layers.png
Bar = 20 um.
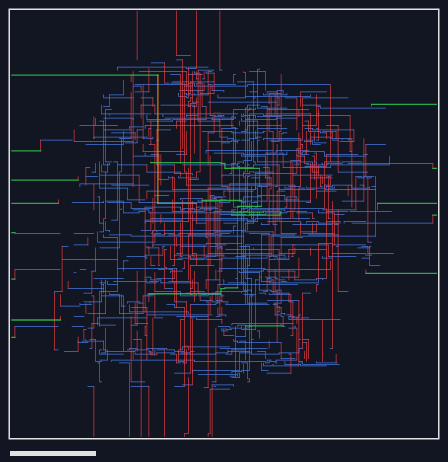
sizing.png
Bar = 20 um.
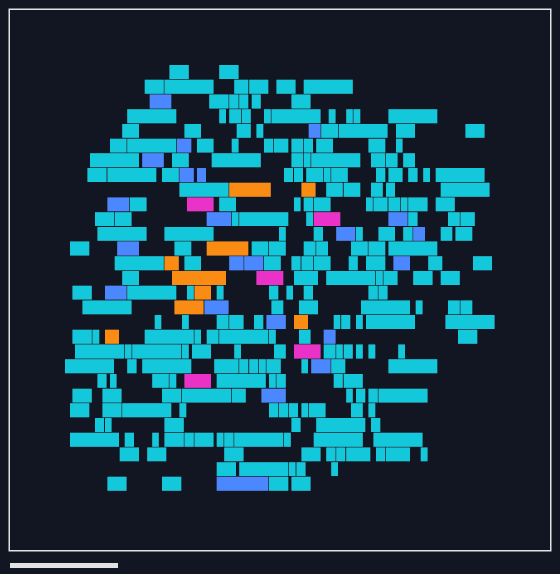
clock_nets.png
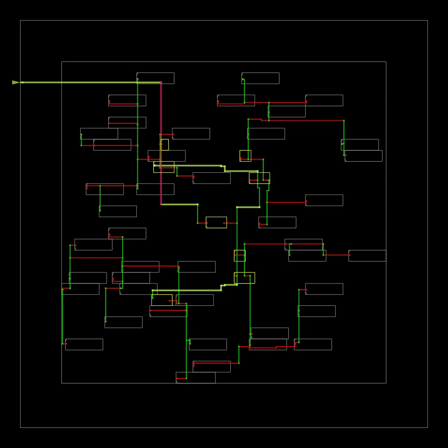
<file path="src/rtl/uart_tx.sv">
`default_nettype none
// ============================================================================
// Module   : uart_tx
// Purpose  : Oversampled UART transmitter. Sends one start bit, DATA_BITS
//            data bits (LSB first) and one stop bit. A rising edge on
//            tx_start requests a frame. One extra request made during a
//            frame is queued and sent straight after it.
// Ports    : clk      - single clock, rising edge
//            rst      - asynchronous, active-high reset
//            tx_start - transmit request; only rising edges count
//            data_in  - frame payload, sampled when the frame is accepted
//            dvsr     - baud divisor (one tick every dvsr+1 clocks),
//                       sampled when the frame is accepted
//            tx       - registered serial output, idles high
//            tx_done  - registered one-cycle pulse in the last frame cycle
//            busy     - high while a frame is in progress
// Revision : 1.0 - initial release
// ============================================================================
module uart_tx #(
  parameter int DATA_BITS  = 8,
  parameter int OVERSAMPLE = 16,
  parameter int STOP_TICKS = 16
) (
  input  logic                 clk,
  input  logic                 rst,
  input  logic                 tx_start,
  input  logic [DATA_BITS-1:0] data_in,
  input  logic [10:0]          dvsr,
  output logic                 tx,
  output logic                 tx_done,
  output logic                 busy
);

  localparam int TICK_MAX = (OVERSAMPLE > STOP_TICKS) ? OVERSAMPLE : STOP_TICKS;
  localparam int TW       = (TICK_MAX > 1) ? $clog2(TICK_MAX) : 1;
  localparam int BW       = (DATA_BITS > 1) ? $clog2(DATA_BITS) : 1;

  localparam logic [TW-1:0] OS_LAST  = TW'(OVERSAMPLE - 1);
  localparam logic [TW-1:0] ST_LAST  = TW'(STOP_TICKS - 1);
  localparam logic [BW-1:0] BIT_LAST = BW'(DATA_BITS - 1);

  localparam logic [1:0] S_IDLE  = 2'd0;
  localparam logic [1:0] S_START = 2'd1;
  localparam logic [1:0] S_DATA  = 2'd2;
  localparam logic [1:0] S_STOP  = 2'd3;

  logic [1:0]           state_q,   state_d;
  logic                 start_q;
  logic                 pending_q, pending_d;
  logic [DATA_BITS-1:0] shift_q,   shift_d;
  logic [10:0]          dvsr_q,    dvsr_d;
  logic [10:0]          baud_q,    baud_d;
  logic [TW-1:0]        tick_q,    tick_d;
  logic [BW-1:0]        bit_q,     bit_d;
  logic                 tx_q,      tx_d;
  logic                 done_q,    done_d;

  logic                 w_rise;
  logic                 w_accept;
  logic                 w_tick;
  logic                 w_bit_end;
  logic                 w_stop_end;
  logic [DATA_BITS-1:0] w_shift_nxt;

  assign w_rise      = tx_start & ~start_q;
  assign w_accept    = (state_q == S_IDLE) & (w_rise | pending_q);
  assign w_tick      = (state_q != S_IDLE) & (baud_q == dvsr_q);
  assign w_bit_end   = w_tick & (tick_q == OS_LAST);
  assign w_stop_end  = w_tick & (tick_q == ST_LAST);
  assign w_shift_nxt = shift_q >> 1;

  // State register
  always_ff @(posedge clk or posedge rst) begin
    if (rst) begin
      state_q <= S_IDLE;
    end else begin
      state_q <= state_d;
    end
  end

  // Next-state logic
  always_comb begin
    state_d = state_q;
    case (state_q)
      S_IDLE:  if (w_accept) state_d = S_START;
      S_START: if (w_bit_end) state_d = S_DATA;
      S_DATA:  if (w_bit_end && (bit_q == BIT_LAST)) state_d = S_STOP;
      S_STOP:  if (w_stop_end) state_d = S_IDLE;
      default: state_d = S_IDLE;
    endcase
  end

  // Output and datapath next-state logic
  always_comb begin
    pending_d = pending_q;
    shift_d   = shift_q;
    dvsr_d    = dvsr_q;
    baud_d    = baud_q;
    tick_d    = tick_q;
    bit_d     = bit_q;
    tx_d      = tx_q;

    if (state_q != S_IDLE) begin
      baud_d = w_tick ? 11'd0 : (baud_q + 11'd1);
      // At most one request is remembered while a frame is running.
      if (w_rise) pending_d = 1'b1;
    end

    case (state_q)
      S_IDLE: begin
        tx_d = 1'b1;
        if (w_accept) begin
          shift_d   = data_in;
          dvsr_d    = dvsr;
          baud_d    = 11'd0;
          tick_d    = '0;
          pending_d = 1'b0;
          tx_d      = 1'b0;
        end
      end
      S_START: begin
        if (w_tick) begin
          if (w_bit_end) begin
            tick_d = '0;
            bit_d  = '0;
            tx_d   = shift_q[0];
          end else begin
            tick_d = tick_q + TW'(1);
          end
        end
      end
      S_DATA: begin
        if (w_tick) begin
          if (w_bit_end) begin
            tick_d = '0;
            if (bit_q == BIT_LAST) begin
              tx_d = 1'b1;
            end else begin
              shift_d = w_shift_nxt;
              tx_d    = w_shift_nxt[0];
              bit_d   = bit_q + BW'(1);
            end
          end else begin
            tick_d = tick_q + TW'(1);
          end
        end
      end
      S_STOP: begin
        if (w_tick) begin
          if (w_stop_end) begin
            tick_d = '0;
            tx_d   = 1'b1;
          end else begin
            tick_d = tick_q + TW'(1);
          end
        end
      end
      default: tx_d = 1'b1;
    endcase

    // Look one cycle ahead so the registered pulse lands in the final
    // busy cycle, i.e. the cycle holding the last stop tick.
    done_d = (state_d == S_STOP) && (tick_d == ST_LAST) && (baud_d == dvsr_d);
  end

  // Datapath registers
  always_ff @(posedge clk or posedge rst) begin
    if (rst) begin
      start_q   <= 1'b0;
      pending_q <= 1'b0;
      shift_q   <= '0;
      dvsr_q    <= 11'd0;
      baud_q    <= 11'd0;
      tick_q    <= '0;
      bit_q     <= '0;
      tx_q      <= 1'b1;
      done_q    <= 1'b0;
    end else begin
      start_q   <= tx_start;
      pending_q <= pending_d;
      shift_q   <= shift_d;
      dvsr_q    <= dvsr_d;
      baud_q    <= baud_d;
      tick_q    <= tick_d;
      bit_q     <= bit_d;
      tx_q      <= tx_d;
      done_q    <= done_d;
    end
  end

  assign tx      = tx_q;
  assign tx_done = done_q;
  assign busy    = (state_q != S_IDLE);

endmodule
`default_nettype wire

</file>
<file path="config.mk">
export PLATFORM = sky130hd
export DESIGN_NAME = uart_tx
export DESIGN_NICKNAME = d
export VERILOG_FILES = /design/src/rtl/uart_tx.sv
export SDC_FILE = /design/constraint.sdc
export NUM_CORES = 1
export LEC_CHECK = 0
export CAP_MARGIN = 20
export CORE_MARGIN = 10
export CORE_UTILIZATION = 40
export CTS_CLUSTER_DIAMETER = 80
export CTS_CLUSTER_SIZE = 16
export DETAILED_ROUTE_END_ITERATION = 6
export PLACE_DENSITY_LB_ADDON = 0.15
export SYNTH_ARGS = -nofsm -noshare
export SYNTH_HDL_FRONTEND = slang
export SYNTH_SLANG_ARGS = --single-unit
export TNS_END_PERCENT = 1
</file>
<file path="constraint.sdc">
create_clock -name clk -period 5.3 [get_ports clk]
set_clock_uncertainty 0.2 [all_clocks]
set_input_delay 0.795 -clock clk [delete_from_list [all_inputs] [get_ports clk]]
set_output_delay 0.795 -clock clk [all_outputs]
set_load 0.03 [all_outputs]
</file>
==> flow_metrics.tcl <==
# flow metrics
set metrics [dict create \
    whs_path_depth 1 \
    std_cell_rows 29 \
    synth_top_flop_cell "dfrtp_1" \
    synth_top_cell_by_count "dfrtp_1" \
    internal-power_uw 441 \
    timing_max_transition_violations_final 0 \
    worst_setup_path_end_kind "flop" \
    flip_flop_and_latch_count_after_synthesis 43 \
    grt_antenna_before_repair 0 \
    cell_total_in_the_yosys_stat_output 261 \
    die-width_um 99.9 \
    drv.max_cap_violation_count 0 \
    final-setup-viol-count 0 \
    synthCells 261 \
    number_of_global_route_vias_before_repair 1956 \
    first_pass_iters 4 \
    cts_htree_levels 2 \
    share_clk_of_total_power_pct 37.1 \
    cp.required_ns 5.31 \
    floorplan.core_util_pct 40.7 \
    pin_count_of_the_biggest_net_entering_global_routing 44 \
    slew_headroom_pct 33.5 \
    fp.dieArea_um2 9980 \
    regToRegEndpoint "tx_done" \
    unrepaired_setup_endpoints_after_global_routing "false" \
    layoutNonFillerInstCount 362 \
    achievable-frequency_mhz 292 \
    ctsHoldBuffers 0 \
    cts_setup_buffers 0 \
    top_cell_area_share_pct 41.2 \
    critical_path.slowest_cell "or4b_2" \
    worstHoldPathType "flop to flop" \
    tritoncts "built" \
    openroad.warnings 26 \
    powerDensity_nw_per_um2 197 \
    first_pass_grt_wire_length_mm 9.92 \
    yosys.area.top_type "dfrtp_1" \
    preCtsSetupSlack_ns 1.57 \
    syn_area_cell_um2 9.78 \
    min-delay-start "bit_q[0]" \
    ys_top_cells_by_count "dfrtp_1, nor2_1, nand2_1" \
    area_leaders "dfrtp_1, mux2i_1, xor2_1, nor2_1, nand2_1" \
    drt.antenna.violating_nets 0 \
    cp_launch_type "primary input" \
    edf_count 0 \
    synth.lib_cells_used.distinct 59 \
    mappedNetlistArea_um2 2550 \
    yosys_area_um2 2550 \
    hpwl_mm 4.27 \
    placement.io_buffers 24 \
    postCtsResizedCells 0 \
    timing.setup.tns_ns 0 \
    timing_worst_slew_pin_value_ns 0.996 \
    routabilityCongestion 0.798 \
    antenna_cells_inserted 0 \
    period_needed_ns 3.42 \
    place.detailed.instances 354 \
    globalRoute.totalOverflow 0 \
    worst-setup-path-type "primary input to flop" \
    seq_area_frac_synth_pct 42.2 \
    layout_worst_path_cycle_share_pct 64.5 \
    vdd.ir_drop.worst_mv 0.122 \
    cts.clk_slew.worst_paths_ns 0.09 \
    seq_power_share_pct 57.8 \
    r2r_setup_slack_ns 2.06 \
    iter_0_drt_violations 118 \
    worst_path_largest_cell_delay_ns 0.69 \
    synth_nets 287 \
    core_area_um2 6280 \
    worstPathCellList "clkdlybuf4s50_1, nor2b_1, o21ai_2, mux2i_1, or4b_2, a21oi_1, o22ai_1, nor4_2" \
    die_height_um 99.9 \
    status "finished, final reports clean" \
    netSwitchingFraction_pct 23.7 \
    clock_tree.root_cell "clkbuf_8" \
    postRouteWirelength_mm 5.69 \
]
Back to the opening pictures, layers.png:
legend:
  blue:
    layer: M1
    wire_length: 2930 um
  orange:
    layer: M4
    wire_length: 29.9 um
  red:
    layer: M2
    wire_length: 2510 um
  green:
    layer: M3
    wire_length: 227 um
per-cell routed wire length: 15.7 um
total number of vias: 1912
overall fraction of global-route tracks in use: 12.1%

Back to the opening pictures, sizing.png:
legend:
  magenta:
    size: x6 and larger
    cells: 5
  blue:
    size: x2
    cells: 22
  orange:
    size: x3 and x4
    cells: 9
  cyan:
    size: x1 and smaller
    cells: 249
finished layout cell area: 2940 um^2
total of plain and repair buffers excluding clock buffers: 26
minimum setup slack in the final design: 1.88 ns
Layout Area Growth over Synthesis: 15.2%

Back to the opening pictures, clock_nets.png:
clock latency at the later pin of the worst-skew pair: 0.30 ns
num sequential: 43
CTS sink count: 43
TritonCTS Buffers: 5
clock network power: 215 uW

==> power groups by stage <==
stage	clock network, mW	logic [mW]	registers (mW)
finish	0.215	0.0297	0.334
floorplan	0	0.0112	0.340
CTS	0.220	0.0307	0.334
global route	0.234	0.0335	0.335
global placement	0	0.0304	0.341
detailed placement	0	0.0305	0.341
==> cell usage in the layout (no fill, tap or decap), types with 9 or more instances in the layout <==
cell type / n
dfrtp_1: 42
clkdlybuf4s50_1: 24
nor2_1: 20
nand2_1: 19
mux2i_1: 15
xor2_1: 15
inv_1: 13
a21oi_1: 13
o21ai_0: 12
nor3_1: 11
nand3_1: 9
==> final cells by class <==
type	count	area, um^2	share of cell area (%)
multi-input combinational	194	1370	46.6
sequential	43	1080	36.6
timing repair buffer	26	255	8.68
tap	77	96.3	3.28
clock buffer	5	68.8	2.34
inverter	14	52.6	1.79
clock inverter	3	20.0	0.681
==> stage by stage <==
| stage | hold slack, ns | total power, mW | area [um^2] | utilization [%] |
|---|---|---|---|---|
| 2_1_floorplan | 0.257 | 0.351 | 2550 | - |
| 6_report | 0.305 | 0.579 | 2940 | 46.9 |
| 3_5_place_dp | 0.298 | 0.371 | 2850 | 45.4 |
| 3_3_place_gp | 0.289 | 0.371 | 2850 | 45.4 |
| 5_1_grt | 0.350 | 0.602 | 2940 | 46.9 |
| 4_1_cts | 0.308 | 0.585 | 2940 | 46.9 |
==> metal layers <==
layer  part of all wire [%]  GRT usage [%]  routed length (um)  vias up
met3                    4.0           3.23                 227        2
met1                     51           17.1                2930      905
met4                   0.51           3.31                  29        0
met5                      0              0                   0        -
li1                       -              -                   -      976
met2                     44           17.5                2510       29
==> critical path: cells and delay by family <==
kind / cells / cell delay, ns
AND-OR/OR-AND: 3 / 0.81
AND/OR/NAND/NOR: 3 / 1.17
multiplexers: 1 / 0.20
buffers and inverters: 1 / 0.43
==> cell families after synthesis <==
kind of cell | count (synthesis) | share of synthesized area [%]
buffers and inverters | 24 | 4.07
adder cells (fa/ha/maj) | 4 | 1.96
flip-flops | 43 | 42.2
AND-OR/OR-AND | 49 | 13.4
multiplexers | 21 | 8.68
AND/OR/NAND/NOR | 97 | 21.8
XOR/XNOR | 23 | 7.89
==> registers in the layout, summed over array words and instances (netlist names), 2 cells and up <==
name and cells:
baud_q 11, dvsr_q 11, shift_q 8, tick_q 4, bit_q 3, state_q 2
==> worst max path at each step <==
stage                  start  endpoint  cells after the start  slack, ns
floorplan           tx_start   tx_done                      7       2.44
global placement    tx_start   tx_done                      8       1.68
detailed placement  tx_start   tx_done                      8       1.57
CTS                 tx_start   tx_done                      8       1.87
global route        tx_start   tx_done                      8       1.70
finish              tx_start   tx_done                      8       1.88
Power figures rest on the tool's default switching activity, not on a simulated workload.
